==> run_1/m1.png <==
Supply wires on this layer in grey.
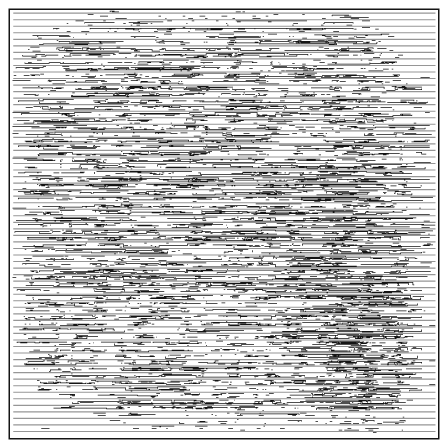
==> run_1/m2.png <==
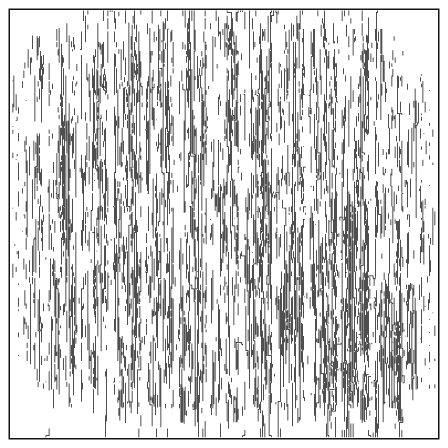
==> run_1/m3.png <==
Scale bar: 50 µm.
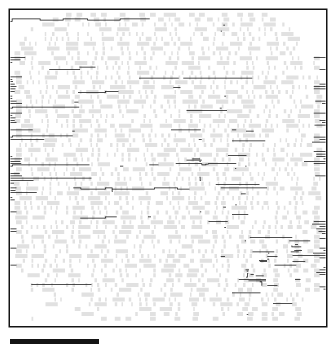
**config.mk**
```make
export PLATFORM = sky130hd
export DESIGN_NAME = reg_bank_writeback
export DESIGN_NICKNAME = d
export VERILOG_FILES = /design/src/rtl/rb_pkg.sv /design/src/rtl/wb_fifo.sv /design/src/rtl/reg_bank_writeback.sv
export SDC_FILE = /design/constraint.sdc
export NUM_CORES = 1
export LEC_CHECK = 0
export ABC_AREA = 1
export CELL_PAD_IN_SITES_DETAIL_PLACEMENT = 2
export CELL_PAD_IN_SITES_GLOBAL_PLACEMENT = 2
export CORE_UTILIZATION = 32
export CTS_CLUSTER_DIAMETER = 120
export DETAILED_ROUTE_END_ITERATION = 8
export PLACE_DENSITY_LB_ADDON = 0.1
export SETUP_SLACK_MARGIN = 0.02
export SYNTH_ARGS = -nofsm -noshare
export SYNTH_HDL_FRONTEND = slang
export SYNTH_SLANG_ARGS = --single-unit
```
**constraint.sdc**
```tcl
create_clock -name clk -period 6.8 [get_ports clk]
set_clock_uncertainty 0.05 [all_clocks]
set_input_delay 1.02 -clock clk [delete_from_list [all_inputs] [get_ports clk]]
set_output_delay 1.02 -clock clk [all_outputs]
set_load 0.02 [all_outputs]
```
**src/rtl/rb_pkg.sv**
```systemverilog
// rtl/rb_pkg.sv - shared widths and queue entry type for the register-bank writeback path
package rb_pkg;

  localparam int RB_XLEN   = 32;
  localparam int RB_REG_AW = 5;

  typedef struct packed {
    logic                 live;
    logic [RB_REG_AW-1:0] rd;
    logic [RB_XLEN-1:0]   data;
  } wb_entry_t;

endpackage

```
**src/rtl/wb_fifo.sv**
```systemverilog
// rtl/wb_fifo.sv - circular load queue with parallel squash-by-rd of queued entries
module wb_fifo
  import rb_pkg::*;
#(
  parameter int DEPTH = 4
) (
  input  logic                                  clk,
  input  logic                                  rst,
  input  logic                                  push,
  input  logic [RB_REG_AW-1:0]                  push_rd,
  input  logic [RB_XLEN-1:0]                    push_data,
  input  logic                                  pop,
  input  logic                                  squash_valid,
  input  logic [RB_REG_AW-1:0]                  squash_rd,
  output wb_entry_t                             head,
  output logic [$clog2(DEPTH):0]                count,
  output logic [DEPTH-1:0]                      live_vec,
  output logic [DEPTH-1:0][RB_REG_AW-1:0]       rd_vec
);

  localparam int PW = $clog2(DEPTH);
  localparam int CW = PW + 1;

  wb_entry_t         mem_q [DEPTH];
  wb_entry_t         mem_d [DEPTH];
  logic [PW-1:0]     wr_ptr_q, wr_ptr_d;
  logic [PW-1:0]     rd_ptr_q, rd_ptr_d;
  logic [CW-1:0]     count_q, count_d;
  logic              push_ok, pop_ok;

  assign push_ok = push && (count_q != CW'(DEPTH));
  assign pop_ok  = pop && (count_q != '0);

  // Popped slots drop live so the pending mask only ever sees occupied entries.
  always_comb begin
    mem_d    = mem_q;
    wr_ptr_d = wr_ptr_q;
    rd_ptr_d = rd_ptr_q;
    count_d  = count_q;
    for (int i = 0; i < DEPTH; i++) begin
      if (squash_valid && (mem_q[i].rd == squash_rd)) mem_d[i].live = 1'b0;
    end
    if (pop_ok) begin
      mem_d[rd_ptr_q].live = 1'b0;
      rd_ptr_d             = rd_ptr_q + 1'b1;
    end
    if (push_ok) begin
      mem_d[wr_ptr_q].live = !(squash_valid && (squash_rd == push_rd));
      mem_d[wr_ptr_q].rd   = push_rd;
      mem_d[wr_ptr_q].data = push_data;
      wr_ptr_d             = wr_ptr_q + 1'b1;
    end
    case ({push_ok, pop_ok})
      2'b10:   count_d = count_q + 1'b1;
      2'b01:   count_d = count_q - 1'b1;
      default: count_d = count_q;
    endcase
  end

  always_ff @(posedge clk) begin
    if (rst) begin
      for (int i = 0; i < DEPTH; i++) mem_q[i] <= '0;
      wr_ptr_q <= '0;
      rd_ptr_q <= '0;
      count_q  <= '0;
    end else begin
      mem_q    <= mem_d;
      wr_ptr_q <= wr_ptr_d;
      rd_ptr_q <= rd_ptr_d;
      count_q  <= count_d;
    end
  end

  always_comb begin
    live_vec = '0;
    rd_vec   = '0;
    for (int i = 0; i < DEPTH; i++) begin
      live_vec[i] = mem_q[i].live;
      rd_vec[i]   = mem_q[i].rd;
    end
  end

  assign head  = mem_q[rd_ptr_q];
  assign count = count_q;

endmodule

```
**src/rtl/reg_bank_writeback.sv**
```systemverilog
// rtl/reg_bank_writeback.sv - merges ALU and queued load results onto the single register-bank write port
module reg_bank_writeback
  import rb_pkg::*;
#(
  parameter int XLEN     = RB_XLEN,
  parameter int REG_AW   = RB_REG_AW,
  parameter int LQ_DEPTH = 4
) (
  input  logic                      clk,
  input  logic                      rst,
  input  logic                      alu_valid,
  input  logic [REG_AW-1:0]         alu_rd,
  input  logic [XLEN-1:0]           alu_data,
  input  logic                      ld_valid,
  output logic                      ld_ready,
  input  logic [REG_AW-1:0]         ld_rd,
  input  logic [XLEN-1:0]           ld_data,
  output logic                      WE3,
  output logic [REG_AW-1:0]         A3,
  output logic [XLEN-1:0]           WD3,
  output logic [$clog2(LQ_DEPTH):0] lq_count,
  output logic [2**REG_AW-1:0]      ld_pend
);

  localparam int CW = $clog2(LQ_DEPTH) + 1;

  logic                               alu_wr, push, pop;
  wb_entry_t                          head;
  logic [LQ_DEPTH-1:0]                live_vec;
  logic [LQ_DEPTH-1:0][REG_AW-1:0]    rd_vec;
  logic                               we3_q, we3_d;
  logic [REG_AW-1:0]                  a3_q, a3_d;
  logic [XLEN-1:0]                    wd3_q, wd3_d;

  // A write to x0 is architecturally a no-op, so it neither claims the port nor squashes.
  assign alu_wr   = alu_valid && (alu_rd != '0);
  assign ld_ready = (lq_count != CW'(LQ_DEPTH));
  assign push     = ld_valid && ld_ready && (ld_rd != '0);
  assign pop      = !alu_wr && (lq_count != '0);

  wb_fifo #(.DEPTH(LQ_DEPTH)) u_fifo (
    .clk          (clk),
    .rst          (rst),
    .push         (push),
    .push_rd      (ld_rd),
    .push_data    (ld_data),
    .pop          (pop),
    .squash_valid (alu_wr),
    .squash_rd    (alu_rd),
    .head         (head),
    .count        (lq_count),
    .live_vec     (live_vec),
    .rd_vec       (rd_vec)
  );

  always_comb begin
    we3_d = 1'b0;
    a3_d  = a3_q;
    wd3_d = wd3_q;
    if (alu_wr) begin
      we3_d = 1'b1;
      a3_d  = alu_rd;
      wd3_d = alu_data;
    end else if (pop) begin
      we3_d = head.live;
      if (head.live) begin
        a3_d  = head.rd;
        wd3_d = head.data;
      end
    end
  end

  always_ff @(posedge clk) begin
    if (rst) begin
      we3_q <= 1'b0;
      a3_q  <= '0;
      wd3_q <= '0;
    end else begin
      we3_q <= we3_d;
      a3_q  <= a3_d;
      wd3_q <= wd3_d;
    end
  end

  always_comb begin
    ld_pend = '0;
    for (int i = 0; i < LQ_DEPTH; i++) begin
      if (live_vec[i]) ld_pend[rd_vec[i]] = 1'b1;
    end
    ld_pend[0] = 1'b0;
  end

  assign WE3 = we3_q;
  assign A3  = a3_q;
  assign WD3 = wd3_q;

endmodule
```
==> flow_summary.ini, run 1 <==
; flow metrics
[grt]
grt_use_total_pct = 24.8
grt-ovfl-total = 0
met1_usage_pct = 31.3

[sta]
fmax_mhz = 260
tightest_slew_ns = 1.02
setup_viol = 0
finalCriticalPeriod_ns = 3.84
hold_viol = 0

[detailed_routing]
drt_wl_total_um = 38700
drtAntennaViolNets = 0
vias_per_cell = 5.44
drt-pass1-iter-count = 4

[synthesis]
edf_count = 0
synthFlopType = dfxtp_1
topCellsByArea = dfxtp_1, o21ai_0, nor2_1
ys_types = 33
synthArstFlopShare_pct = 0
top_area_cell = dfxtp_1
syn_area_mm2 = 0.00993
postSynthSeqShare_pct = 39.7

[finish]
num-nets-final = 1603
largest_reg_flops = 128
finalInstanceArea_mm2 = 0.0120
fin_cells = 1924
nFillCells = 3654

[setup_path]
r2r-start = u_fifo.rd_ptr_q[0]$_SDFFE_PP0N_
critPathLaunchType = primary input
crit_cells = 8
cp_slowest_stage_delay_ns = 0.88
rrSetupSlack_ns = 3.45
critPathRequiredTime_ns = 7.12
critical_path.most_common_cell = nand2_2

[clock_tree]
h-tree-depth = 4
postCtsSetupRepairBufs = 0
cts_num_sinks = 197

[pwr]
vdd_drop_max_uv = 173
power.density_mw_per_mm2 = 322
power_frac_comb_pct = 35.2
p_leak_uw = 0.00468
maxPowerGroup = sequential cells
p_seq_uw = 1450

[placement]
dpl-instance-area_mm2 = 0.0114
dpl.cell_count = 1892

[outcome]
outcome = complete, no violations

[floorplanning]
core-area_mm2 = 0.0306

[worst_hold_path]
min_path_type = flip-flop to flip-flop
Back to the opening pictures, m1.png:
- longest straight run: 97.1 µm
- wire length on this layer: 17700 µm
- share of all routed wire: 46%

Back to the opening pictures, m2.png:
- wire length on this layer: 19300 µm
- share of all routed wire: 50%
- longest straight run: 70.0 µm
- main direction: vertical

Back to the opening pictures, m3.png:
- nets with wire on the layer: 126
- share of all routed wire: 3.2%

run 1: placed cells by master (no fill, tap or decap), types with 31 or more instances in the layout:
cell             instances
nand2_1                174
o21ai_1                 54
clkdlybuf4s50_1        150
inv_1                  100
a21oi_1                154
nand3_1                 51
nor2_1                 278
o221ai_1                31
dfxtp_1                195
o21ai_0                227
run 1: stage by stage:
step	util, %	hold WS (ns)	setup WS, ns
floorplan	-	0.380	3.95
global placement	37.3	0.390	2.53
detailed placement	37.3	0.398	2.44
CTS	39.3	0.410	2.88
global route	39.3	0.432	2.73
finish	39.3	0.407	2.96
run 1: final cells by class:
cell class	instances	area (µm²)	area share [%]
clock buffers	19	453	3.77
clock inverters	13	154	1.28
inverters	108	409	3.41
multi-input cells	1035	5010	41.7
flip-flops and latches	197	3950	32.9
well taps	396	495	4.12
repair buffers	156	1550	12.9
==> run_1/m4.png <==
Supply wires on this layer in grey.
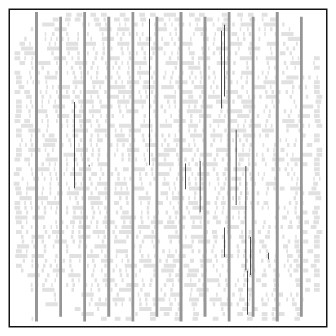

==> run 1 -> run 2 <==
--- a/config.mk
+++ b/config.mk
@@ -8,7 +8,7 @@
 export ABC_AREA = 1
 export CELL_PAD_IN_SITES_DETAIL_PLACEMENT = 2
 export CELL_PAD_IN_SITES_GLOBAL_PLACEMENT = 2
-export CORE_UTILIZATION = 32
+export CORE_UTILIZATION = 30
 export CTS_CLUSTER_DIAMETER = 120
 export DETAILED_ROUTE_END_ITERATION = 8
 export PLACE_DENSITY_LB_ADDON = 0.1
==> constraint.sdc (replaced) <==
create_clock -name clk -period 3.9 [get_ports clk]
set_clock_uncertainty 0.05 [all_clocks]
set_input_delay 0.585 -clock clk [delete_from_list [all_inputs] [get_ports clk]]
set_output_delay 0.585 -clock clk [all_outputs]
set_load 0.02 [all_outputs]
==> run_2/m4.png <==
Supply wires on this layer in grey.
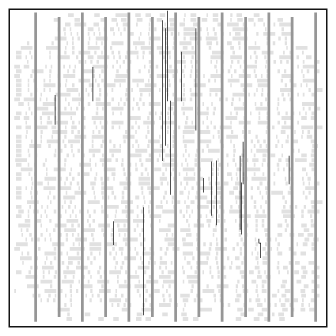
- main direction: vertical
- nets with wire on the layer: 13
- longest straight run: 81.6 µm

==> run 2 against run 1 <==
Against the previous run:
- via count is 0.53% lower
- sequential power is 77% higher
- global-route usage is 0.78 points lower
- sequential share of layout area is 0.32 points lower
- synthesized cell count stayed put
- die size is 6.6% higher
- clock-buffer cell count is 2 lower
- wire length is 3.2% higher
- critical path depth is 3 lower
- non-clock buffer count is 10 higher
- clock power is 67% higher
- core utilization is 2.0 points lower
- largest cell class unchanged
- largest power group unchanged
- highest routed layer is now met4
==> flow_summary.ini, run 2 <==
; flow metrics
[placement]
place_ws_ns = 0.415
dpl.cell_count = 1948
dpl-instance-area_mm2 = 0.0116

[finish]
comb_area_share_pct = 41.3
final_util_pct = 37.3
largest_reg_flops = 128
mostFrequentLayoutCells = nor2_1, o21ai_0, dfxtp_1
nFillCells = 3927
largestClassByArea = combinational gates
final-nonclk-buf-share_pct = 13.6
clkCellAreaFrac_pct = 4.68
clkbuf_count = 17
seq-cell-share_pct = 32.5
finalInstanceArea_mm2 = 0.0121
num-nets-final = 1613
flops = 197
fin_cells = 1980
flop_area_mm2 = 0.00395

[sta]
setup_slack_ns = 0.702
setup_viol = 0
holdWs_ns = 0.403
finalCriticalPeriod_ns = 3.20
fmax_mhz = 313
hold_viol = 0
tightest_slew_ns = 0.917

[detailed_routing]
drtAntennaViolNets = 0
vias_per_cell = 5.26

[pwr]
p_leak_uw = 0.00472
vdd_drop_max_uv = 331
power.density_mw_per_mm2 = 553

[synthesis]
ys_types = 33
syn_area_mm2 = 0.00993
edf_count = 0
top_area_cell = dfxtp_1
topCellsByArea = dfxtp_1, o21ai_0, nor2_1
synthFlopType = dfxtp_1
synthArstFlopShare_pct = 0

[setup_path]
crit_cells = 5
critPathRequiredTime_ns = 3.26
critPathLaunchType = flip-flop
critical_path.most_common_cell = inv_1
r2r-start = u_fifo.rd_ptr_q[1]$_SDFFE_PP0N_

[floorplanning]
core-area_mm2 = 0.0325

[grt]
grt_use_total_pct = 24.0
grt-ovfl-total = 0

[worst_hold_path]
min_path_type = flip-flop to flip-flop

[clock_tree]
postCtsSetupRepairBufs = 0
h-tree-depth = 4

[outcome]
outcome = complete, no violations
==> run 2: cell count changes in the layout (fill, tap and decap cells not counted) <==
cell        delta
clkinv_8       -4
buf_12         +2
buf_4          +8
clkinvlp_4     +1
clkbuf_8       -2
clkinv_4       +2
inv_12         -1
bufinv_16      +1
clkinv_2       +3
==> run 2: power groups by stage <==
stage          combinational, µW  sequential, µW  clock (µW)
6_report                    2360            2560        1790
3_3_place_gp                2320            2590           0
2_1_floorplan               1440            2630           0
3_5_place_dp                2380            2600           0
5_1_grt                     2650            2590        1920
4_1_cts                     2400            2560        1840
==> run 2: layer usage <==
| metal | track usage (%) | vias up |
|---|---|---|
| met1 | 30.8 | 5201 |
| met2 | 41.4 | 207 |
| met3 | 3.70 | 40 |
| li1 | - | 4966 |
| met5 | 0 | - |
| met4 | 6.93 | 0 |
Power is estimated from default activity; no workload was simulated.
